==> src/rtl/gcd_binary_if.sv <==
// Handshake bundle for gcd_binary: operands, start/busy/done, result and zero flag.
// Optional build macro GCD_CYCLES_EN adds the busy-cycle counter output.
interface gcd_binary_if #(
  parameter int WIDTH = 8
);
  logic             start;
  logic [WIDTH-1:0] a;
  logic [WIDTH-1:0] b;
  logic             busy;
  logic             done;
  logic [WIDTH-1:0] result;
  logic             zero_in;
`ifdef GCD_CYCLES_EN
  logic [$clog2(4*WIDTH+5)-1:0] cycles;

  modport master (output start, a, b, input busy, done, result, zero_in, cycles);
  modport slave  (input start, a, b, output busy, done, result, zero_in, cycles);
`else
  modport master (output start, a, b, input busy, done, result, zero_in);
  modport slave  (input start, a, b, output busy, done, result, zero_in);
`endif
endinterface

==> src/rtl/gcd_binary.sv <==
// Binary (Stein) GCD engine: one shift or one subtract per cycle, start/busy/done handshake.
// Optional build macro GCD_CYCLES_EN adds a counter of busy cycles on bus.cycles.
module gcd_binary #(
  parameter int WIDTH = 8,
  parameter int KW    = $clog2(WIDTH + 1)
) (
  input  logic        clk,
  input  logic        reset,
  gcd_binary_if.slave bus
);

  typedef enum logic [2:0] {IDLE, STRIP, ALIGN, REDUCE, DONE} state_t;

  state_t           state_reg, state_next;
  logic [WIDTH-1:0] ar_reg, ar_next;
  logic [WIDTH-1:0] br_reg, br_next;
  logic [KW-1:0]    k_reg, k_next;
  logic [WIDTH-1:0] result_reg, result_next;
  logic             busy_reg, busy_next;
  logic             done_reg, done_next;
  logic             zero_reg, zero_next;
  logic             accept;

`ifdef GCD_CYCLES_EN
  localparam int CW = $clog2(4*WIDTH + 5);
  logic [CW-1:0] cycles_reg, cycles_next;
`endif

  always_ff @(posedge clk or negedge reset) begin
    if (!reset) begin
      state_reg  <= IDLE;
      ar_reg     <= '0;
      br_reg     <= '0;
      k_reg      <= '0;
      result_reg <= '0;
      busy_reg   <= 1'b0;
      done_reg   <= 1'b0;
      zero_reg   <= 1'b0;
`ifdef GCD_CYCLES_EN
      cycles_reg <= '0;
`endif
    end else begin
      state_reg  <= state_next;
      ar_reg     <= ar_next;
      br_reg     <= br_next;
      k_reg      <= k_next;
      result_reg <= result_next;
      busy_reg   <= busy_next;
      done_reg   <= done_next;
      zero_reg   <= zero_next;
`ifdef GCD_CYCLES_EN
      cycles_reg <= cycles_next;
`endif
    end
  end

  always_comb begin
    state_next  = state_reg;
    ar_next     = ar_reg;
    br_next     = br_reg;
    k_next      = k_reg;
    result_next = result_reg;
    busy_next   = busy_reg;
    done_next   = done_reg;
    zero_next   = zero_reg;
    accept      = 1'b0;

    case (state_reg)
      IDLE, DONE: begin
        if (bus.start) begin
          accept     = 1'b1;
          ar_next    = bus.a;
          br_next    = bus.b;
          k_next     = '0;
          done_next  = 1'b0;
          zero_next  = 1'b0;
          busy_next  = 1'b1;
          state_next = STRIP;
        end
      end
      STRIP: begin
        // Zero operands are resolved here; once both are nonzero shifting keeps them so.
        if (ar_reg == '0 || br_reg == '0) begin
          result_next = ar_reg | br_reg;
          zero_next   = (ar_reg == '0) && (br_reg == '0);
          busy_next   = 1'b0;
          done_next   = 1'b1;
          state_next  = DONE;
        end else if (!ar_reg[0] && !br_reg[0]) begin
          ar_next = ar_reg >> 1;
          br_next = br_reg >> 1;
          k_next  = k_reg + KW'(1);
        end else begin
          state_next = ALIGN;
        end
      end
      ALIGN: begin
        if (!ar_reg[0]) ar_next = ar_reg >> 1;
        else            state_next = REDUCE;
      end
      REDUCE: begin
        // ar stays odd, so the smaller odd value is always kept in ar.
        if (br_reg == '0) begin
          result_next = ar_reg << k_reg;
          busy_next   = 1'b0;
          done_next   = 1'b1;
          state_next  = DONE;
        end else if (!br_reg[0]) begin
          br_next = br_reg >> 1;
        end else if (ar_reg > br_reg) begin
          ar_next = br_reg;
          br_next = ar_reg - br_reg;
        end else begin
          br_next = br_reg - ar_reg;
        end
      end
      default: state_next = IDLE;
    endcase
  end

`ifdef GCD_CYCLES_EN
  always_comb begin
    cycles_next = cycles_reg;
    if (accept)        cycles_next = '0;
    else if (busy_reg) cycles_next = cycles_reg + CW'(1);
  end

  assign bus.cycles = cycles_reg;
`endif

  assign bus.busy    = busy_reg;
  assign bus.done    = done_reg;
  assign bus.result  = result_reg;
  assign bus.zero_in = zero_reg;

endmodule
==> src/flat_wrapper.sv <==
// flat-port wrapper written by rule: the top's interface ports become plain ports
module gcd_binary_flat 
#(
  parameter int WIDTH = 8,
  parameter int KW    = $clog2(WIDTH + 1)
)
  (clk, reset, bus_start, bus_a, bus_b, bus_busy, bus_done, bus_result, bus_zero_in);
  gcd_binary_if #(.WIDTH(WIDTH)) bus_i ();
  input  logic clk;
  input  logic reset;
  input wire logic [$bits(bus_i.start)-1:0] bus_start;
  input wire logic [$bits(bus_i.a)-1:0] bus_a;
  input wire logic [$bits(bus_i.b)-1:0] bus_b;
  output wire logic [$bits(bus_i.busy)-1:0] bus_busy;
  output wire logic [$bits(bus_i.done)-1:0] bus_done;
  output wire logic [$bits(bus_i.result)-1:0] bus_result;
  output wire logic [$bits(bus_i.zero_in)-1:0] bus_zero_in;
  assign bus_i.start = bus_start;
  assign bus_i.a = bus_a;
  assign bus_i.b = bus_b;
  assign bus_busy = bus_i.busy;
  assign bus_done = bus_i.done;
  assign bus_result = bus_i.result;
  assign bus_zero_in = bus_i.zero_in;
  gcd_binary #(.WIDTH(WIDTH), .KW(KW)) u_core (.clk(clk), .reset(reset), .bus(bus_i));
endmodule
==> config.mk <==
export PLATFORM = sky130hd
export DESIGN_NAME = gcd_binary_flat
export DESIGN_NICKNAME = d
export VERILOG_FILES = /design/src/rtl/gcd_binary_if.sv /design/src/rtl/gcd_binary.sv /design/src/flat_wrapper.sv
export SDC_FILE = /design/constraint.sdc
export NUM_CORES = 1
export LEC_CHECK = 0
export ABC_AREA = 1
export CAP_MARGIN = 0
export CELL_PAD_IN_SITES_DETAIL_PLACEMENT = 0
export CELL_PAD_IN_SITES_GLOBAL_PLACEMENT = 2
export CORE_MARGIN = 10
export CORE_UTILIZATION = 29
export DETAILED_ROUTE_END_ITERATION = 6
export PLACE_DENSITY_LB_ADDON = 0.25
export RECOVER_POWER = 100
export SETUP_SLACK_MARGIN = 0.1
export SLEW_MARGIN = 25
export SYNTH_ARGS = -nofsm -noshare
export SYNTH_HDL_FRONTEND = slang
export SYNTH_SLANG_ARGS = --single-unit
export TNS_END_PERCENT = 50
==> constraint.sdc <==
create_clock -name clk -period 2.2 [get_ports clk]
set_input_delay 0.33 -clock clk [delete_from_list [all_inputs] [get_ports clk]]
set_output_delay 0.33 -clock clk [all_outputs]
set_load 0.005 [all_outputs]
### M1 wires

The bar under the picture is 20 um long. Supply wires on this layer in gray.
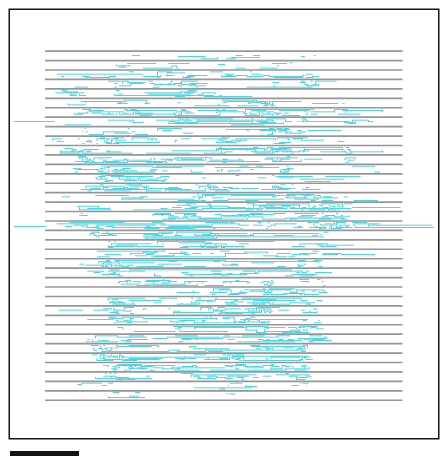
wire length on this layer: 5,000 um
share of all routed wire: 48%
main direction: horizontal
nets with wire on the layer: 519
longest straight run: 46.9 um

==> results_slide.txt <==
Key Metrics from the Run

Outcome
  – Outcome: finished, final reports clean

Route
  – M1 wire length: 4.999 mm
  – DRC viols: 0
  – Detailed-route via count: 3,241
  – Vias/cell: 4.852

Die
  – Top Ports: 30
  – FP Core Util: 29.89%
  – Die y size: 123.4 um
  – FP Rows: 37

Clock tree
  – CTS tree: yes
  – Max clock buf depth: 2

Flow run
  – Max Cap Viol: 0

Layout
  – Flop share of the area: 20.85%
  – Footprint of the multi-input gates: 2115 um2
  – NonClk Buf Share: 16.17%
  – Comb_multi_in: 360
  – # clk buffers: 6

Synthesis
  – Area leader, netlist: dfrtp_1
  – Synth warnings: 0
  – Count leader, synth: nand2_1
  – Yosys top cell area share: 27.45%
  – Yosys xor share: 2.261%
  – Mux frac, synth: 0.3230%
  – Yosys adder share: 10.98%

Power and ir drop
  – Seq pwr share: 15.5%
  – Net Sw Frac: 52.39%
  – Pwr Density: 1862 nW/um2
  – Combinational Power: 5920 uW

STA
  – RSZ-0062 raised after global routing: yes
  – Worst Tran Pin Value: 946.3 ps
  – Fmax: 492.0 MHz
  – Setup ws final: 167.5 ps
  – Hold Fails Final Rpt: 0

GRT
  – Grt peak-use layer: met2
  – Met3 global-route usage: 2.871%

Critical path
  – Crit-path cells: inv_1 -> buf_4 -> nand4_1 -> nand2b_1 -> nand2_1 -> nand2_1 -> o21ai_1 -> nor2_4 -> nand3_4 -> nand2_1 -> nand2_1
  – CP max stage cell: dfrtp_1
  – Crit Path Max Fanout: 8
  – Reg2Reg Depth: 11

Place
  – IO Port Bufs: 29
  – Placed Cells: 655
### M2 wires

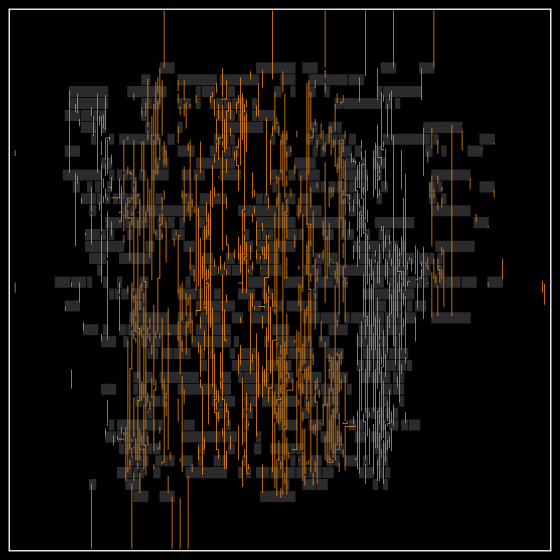
nets with wire on the layer: 440
wire length on this layer: 4,700 um

Power and IR drop assume default switching activity.
